pins.png
Bar = 20 um. Pins as bars across the die edge, other pins in grey.
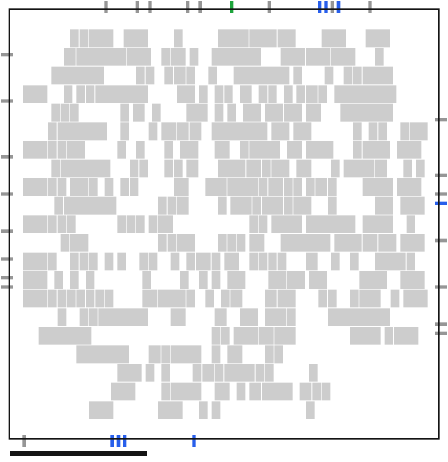
drive_strength.png
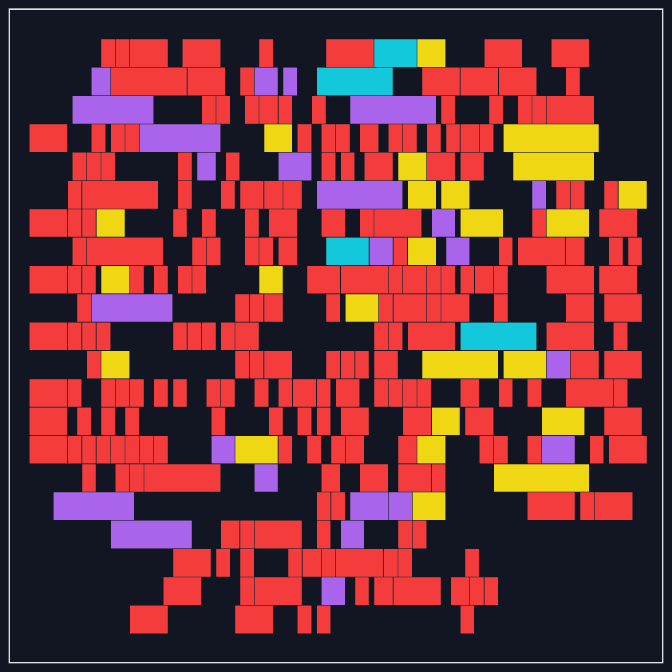
File: src/rtl/mod_counter.sv
// Modulo up/down counter with load, terminal flag and registered wrap pulse.
// Define MOD_COUNTER_SAT_EN to compile in saturating mode and the sticky overflow flag.

module adder #(
  parameter int WIDTH = 8
) (
  input  logic [WIDTH-1:0] a,
  input  logic [WIDTH-1:0] b,
  input  logic             carry_in,
  output logic [WIDTH-1:0] sum,
  output logic             carry_out
);
  assign {carry_out, sum} = {1'b0, a} + {1'b0, b} + {{WIDTH{1'b0}}, carry_in};
endmodule

module ff #(
  parameter int WIDTH = 1
) (
  input  logic             clk,
  input  logic             reset_n,
  input  logic [WIDTH-1:0] d,
  output logic [WIDTH-1:0] q
);
  // NOTE: sequential state uses non-blocking assignments so every flop samples pre-edge values.
  always_ff @(posedge clk) begin
    if (!reset_n) q <= '0;
    else          q <= d;
  end
endmodule

module mod_counter #(
  parameter int WIDTH = 8
) (
  input  logic             clk,
  input  logic             reset_n,
  input  logic             enable,
  input  logic             up_down,
  input  logic             load,
  input  logic [WIDTH-1:0] load_value,
  input  logic [WIDTH-1:0] modulus,
  input  logic             sat_mode,
  output logic [WIDTH-1:0] count,
  output logic             terminal,
  output logic             wrap,
  output logic             overflow
);

  logic [WIDTH-1:0] step_sum;
  logic             carry_unused;
  logic [WIDTH-1:0] count_next;
  logic             wrap_next;
  logic             at_up_bound;
  logic             at_down_bound;
  logic             saturate;

  // Up adds carry-in 1; down adds all ones (i.e. -1). Boundaries come from compares only.
  adder #(.WIDTH(WIDTH)) u_adder (
    .a         (count),
    .b         (up_down ? {WIDTH{1'b0}} : {WIDTH{1'b1}}),
    .carry_in  (up_down),
    .sum       (step_sum),
    .carry_out (carry_unused)
  );

  assign at_up_bound   = (count >= modulus);
  assign at_down_bound = (count == '0);
  assign terminal      = up_down ? at_up_bound : at_down_bound;

`ifdef MOD_COUNTER_SAT_EN
  assign saturate = sat_mode;
`else
  logic unused_sat;
  assign unused_sat = sat_mode;
  assign saturate   = 1'b0;
`endif

  // NOTE: every combinational output gets a default first so no latch is inferred.
  always_comb begin
    count_next = count;
    wrap_next  = 1'b0;
    if (load) begin
      count_next = load_value;
    end else if (enable) begin
      if (up_down) begin
        if (at_up_bound) begin
          count_next = saturate ? modulus : '0;
          wrap_next  = 1'b1;
        end else begin
          count_next = step_sum;
        end
      end else begin
        if (at_down_bound) begin
          count_next = saturate ? '0 : modulus;
          wrap_next  = 1'b1;
        end else begin
          count_next = step_sum;
        end
      end
    end
  end

  ff #(.WIDTH(WIDTH)) u_count_ff (
    .clk     (clk),
    .reset_n (reset_n),
    .d       (count_next),
    .q       (count)
  );

  ff #(.WIDTH(1)) u_wrap_ff (
    .clk     (clk),
    .reset_n (reset_n),
    .d       (wrap_next),
    .q       (wrap)
  );

`ifdef MOD_COUNTER_SAT_EN
  logic overflow_next;

  // Sticky until load or reset; set on any saturated boundary step.
  always_comb begin
    overflow_next = overflow;
    if (load)                       overflow_next = 1'b0;
    else if (wrap_next && saturate) overflow_next = 1'b1;
  end

  ff #(.WIDTH(1)) u_overflow_ff (
    .clk     (clk),
    .reset_n (reset_n),
    .d       (overflow_next),
    .q       (overflow)
  );
`else
  assign overflow = 1'b0;
`endif

endmodule

File: config.mk
export PLATFORM = sky130hd
export DESIGN_NAME = mod_counter
export DESIGN_NICKNAME = d
export VERILOG_FILES = /design/src/rtl/mod_counter.sv
export SDC_FILE = /design/constraint.sdc
export NUM_CORES = 1
export LEC_CHECK = 0
export ABC_AREA = 1
export CAP_MARGIN = 20
export CORE_UTILIZATION = 40
export DETAILED_ROUTE_END_ITERATION = 10
export GPL_TIMING_DRIVEN = 0
export PLACE_DENSITY = 0.66
export SYNTH_ARGS = -nofsm -noshare
export SYNTH_HDL_FRONTEND = slang
export SYNTH_HIERARCHICAL = 1
export SYNTH_SLANG_ARGS = --single-unit
File: constraint.sdc
create_clock -name clk -period 3 [get_ports clk]
set_input_delay 0.6 -clock clk [delete_from_list [all_inputs] [get_ports clk]]
set_output_delay 0.6 -clock clk [all_outputs]
set_load 0.1 [all_outputs]
==> run notes <==
Physical implementation.

- The remaining global-route overflow is 0.
- The clock reaches the later pin of the worst-skew pair after approximately 250 ps.
- The worst hold path stage count is 6.
- In this run, power in flip-flops and latches comes to 0.148 mW.
- The fraction of final layout cells sized beyond drive strength 1 is 0.181.
- The launch point of the worst reg-to-reg path is u_count_ff/q[0]$_SDFF_PN0_.
- The final weighted congestion recorded by global placement is ~0.85.
- Clock tree synthesis inserted a total of 3 buffers.
- The flow ran to the end, and the final reports show no timing, DRC or antenna violations.
- The wire length of the first global-routing pass is 5780 um.
- TritonCTS built the clock tree.
- The worst pin sits at a relative slew slack of 0.353.
- Per the post-CTS timing run, clock transition at the registers of the reported paths is 60 ps.
- The number of H-tree branching levels is 1.
- Of the total power, registers draw 0.220.
- The number of violations of the max-capacitance limit is 0.
- The worst setup path is captured at an output port.
- The I/O pin count is 33.
- The average routed wire per standard cell is 10.8 um.
- The finished design was reported to have a net count of 327.
- The critical path launch point type is a primary input.
- The number of non-filler instances in the completed layout is 333.
- Clock network power for this build is 0.0885 mW.
- The number of flip-flops under the largest register name is 8.
- The transition time recorded at the tightest slew-check pin is 968 ps.
- The standby leakage power is 1.16 nW.
- The capture point of the critical path was reported as terminal.
- Per STA, the worst path accumulates the most delay in the family buffers and inverters.
- The area of the multi-input gates is 0.00113 mm2.
- Per the detailed-route log, wirelength across all metal layers totals 3590 um.
- The floorplan step records an initial core utilization of 0.430.
- The critical path runs through a total of 9 cells.
- The number of sequential cells in the layout is 9.
- The share of the final layout cell area in multi-input gates is 0.573.
- The depth of the worst register-to-register path is 17.
- The arrival time of data at the worst endpoint is listed as 2310 ps.
- Counting plain and timing-repair buffers in the layout gives 42.
- Per the timing report, the most critical flop-to-flop path finishes at u_count_ff/q[6]$_SDFF_PN0_.
- According to the floorplan report, the total die area is 0.00392 mm2.
- The areal power density over the cells is 342 mW/mm2.
- The worst hold-check slack is 702 ps.
- The peak supply drop is between 0.2 and 0.25 mV.
- The detailed router finished its first iteration with 62 violations.
- The die width is 62.6 um.
- The aggregate negative setup slack is 0 ps.
- For the completed layout, the total cell area is recorded as slightly below 0.002 mm2.
- The buffering overhead is 0.201.
- The length of routed wiring on met1 is 1830 um.
- The final timing report gives a worst setup slack of between 90 and 100 ps.
- Synthesis handed over a netlist of 249 instances.
- For the worst min-delay path, the startpoint reported by OpenROAD is u_count_ff/q[6]$_SDFF_PN0_.
- In this run the post-CTS setup repair buffer count came out at 1.
- The post-placement cell area is 0.00181 mm2.
- The number of non-clock inverters in the layout is approximately 46.
- The number of clock sinks came to 9.
- Between clock sinks in the finished design, the worst skew comes to 1.26 ps.
- The post-route total power is roughly 0.67 mW.
- For this run, combinational gates with multiple inputs come to 186.
- The count of buffering cells on the critical path with inverters included is 4.
- Per the layout area report, the sequential fraction of cell area is 0.0946.
- The end point of the most critical hold path is u_count_ff/q[6]$_SDFF_PN0_.
- The number of fill cells is between 300 and 400.
- The largest registers in the layout are u_count_ff/q (8), u_wrap_ff/q (1).
- The total internal power is ~0.35 mW.
- The count of clock-net buffers in the final layout is 4.
- Traced cell by cell, the critical path runs through clkdlybuf4s50_1 -> inv_1 -> ha_1 -> a21o_1 -> nor2_4 -> nand3_1 -> o21ai_2 -> inv_2 -> buf_12.
- The register with the highest flop count is u_count_ff/q.
- The routed via count is 1549.
- Per the post-route antenna check, the number of violating nets is 0.
- The count of port buffers added during placement is 28.
- The busiest layer in global routing is met2.
- The die is 62.6 um tall.
- The largest fanout on the critical path is 5.
- The post-route utilization of the core is recorded as 0.577.
- The net count after synthesis is 288.
- The detailed router reports a met2 wire length of 1630 um.
- The largest net degree at the start of global routing is 20.
- The worst-case reg-to-reg setup slack stands at 750 ps.
- Before CTS, the worst setup slack after placement is -976 ps.
- On met2, the global router reports a usage of 0.293.
- In this run the core area contains 21 standard-cell rows.
- According to the timing report, the data required time at the worst endpoint equals 2400 ps.
- The detailed router reports a met3 wire length of ~120 um.
- After floorplanning, the core was sized to cover 0.00342 mm2.
About pins.png:
colour	port	pins	direction	edge
blue	count	8	output	4 bottom, 3 top, 1 right
green	terminal	1	output	top
all pins by edge	12 top, 8 left, 8 right, 5 bottom

About drive_strength.png:
colour	size	cells
cyan	drive 6 and up	4
red	drive 1 or less	235
yellow	drive 3 to 4	24
purple	drive 2	24

No activity file was given, so power comes from the tool's default toggle rates.
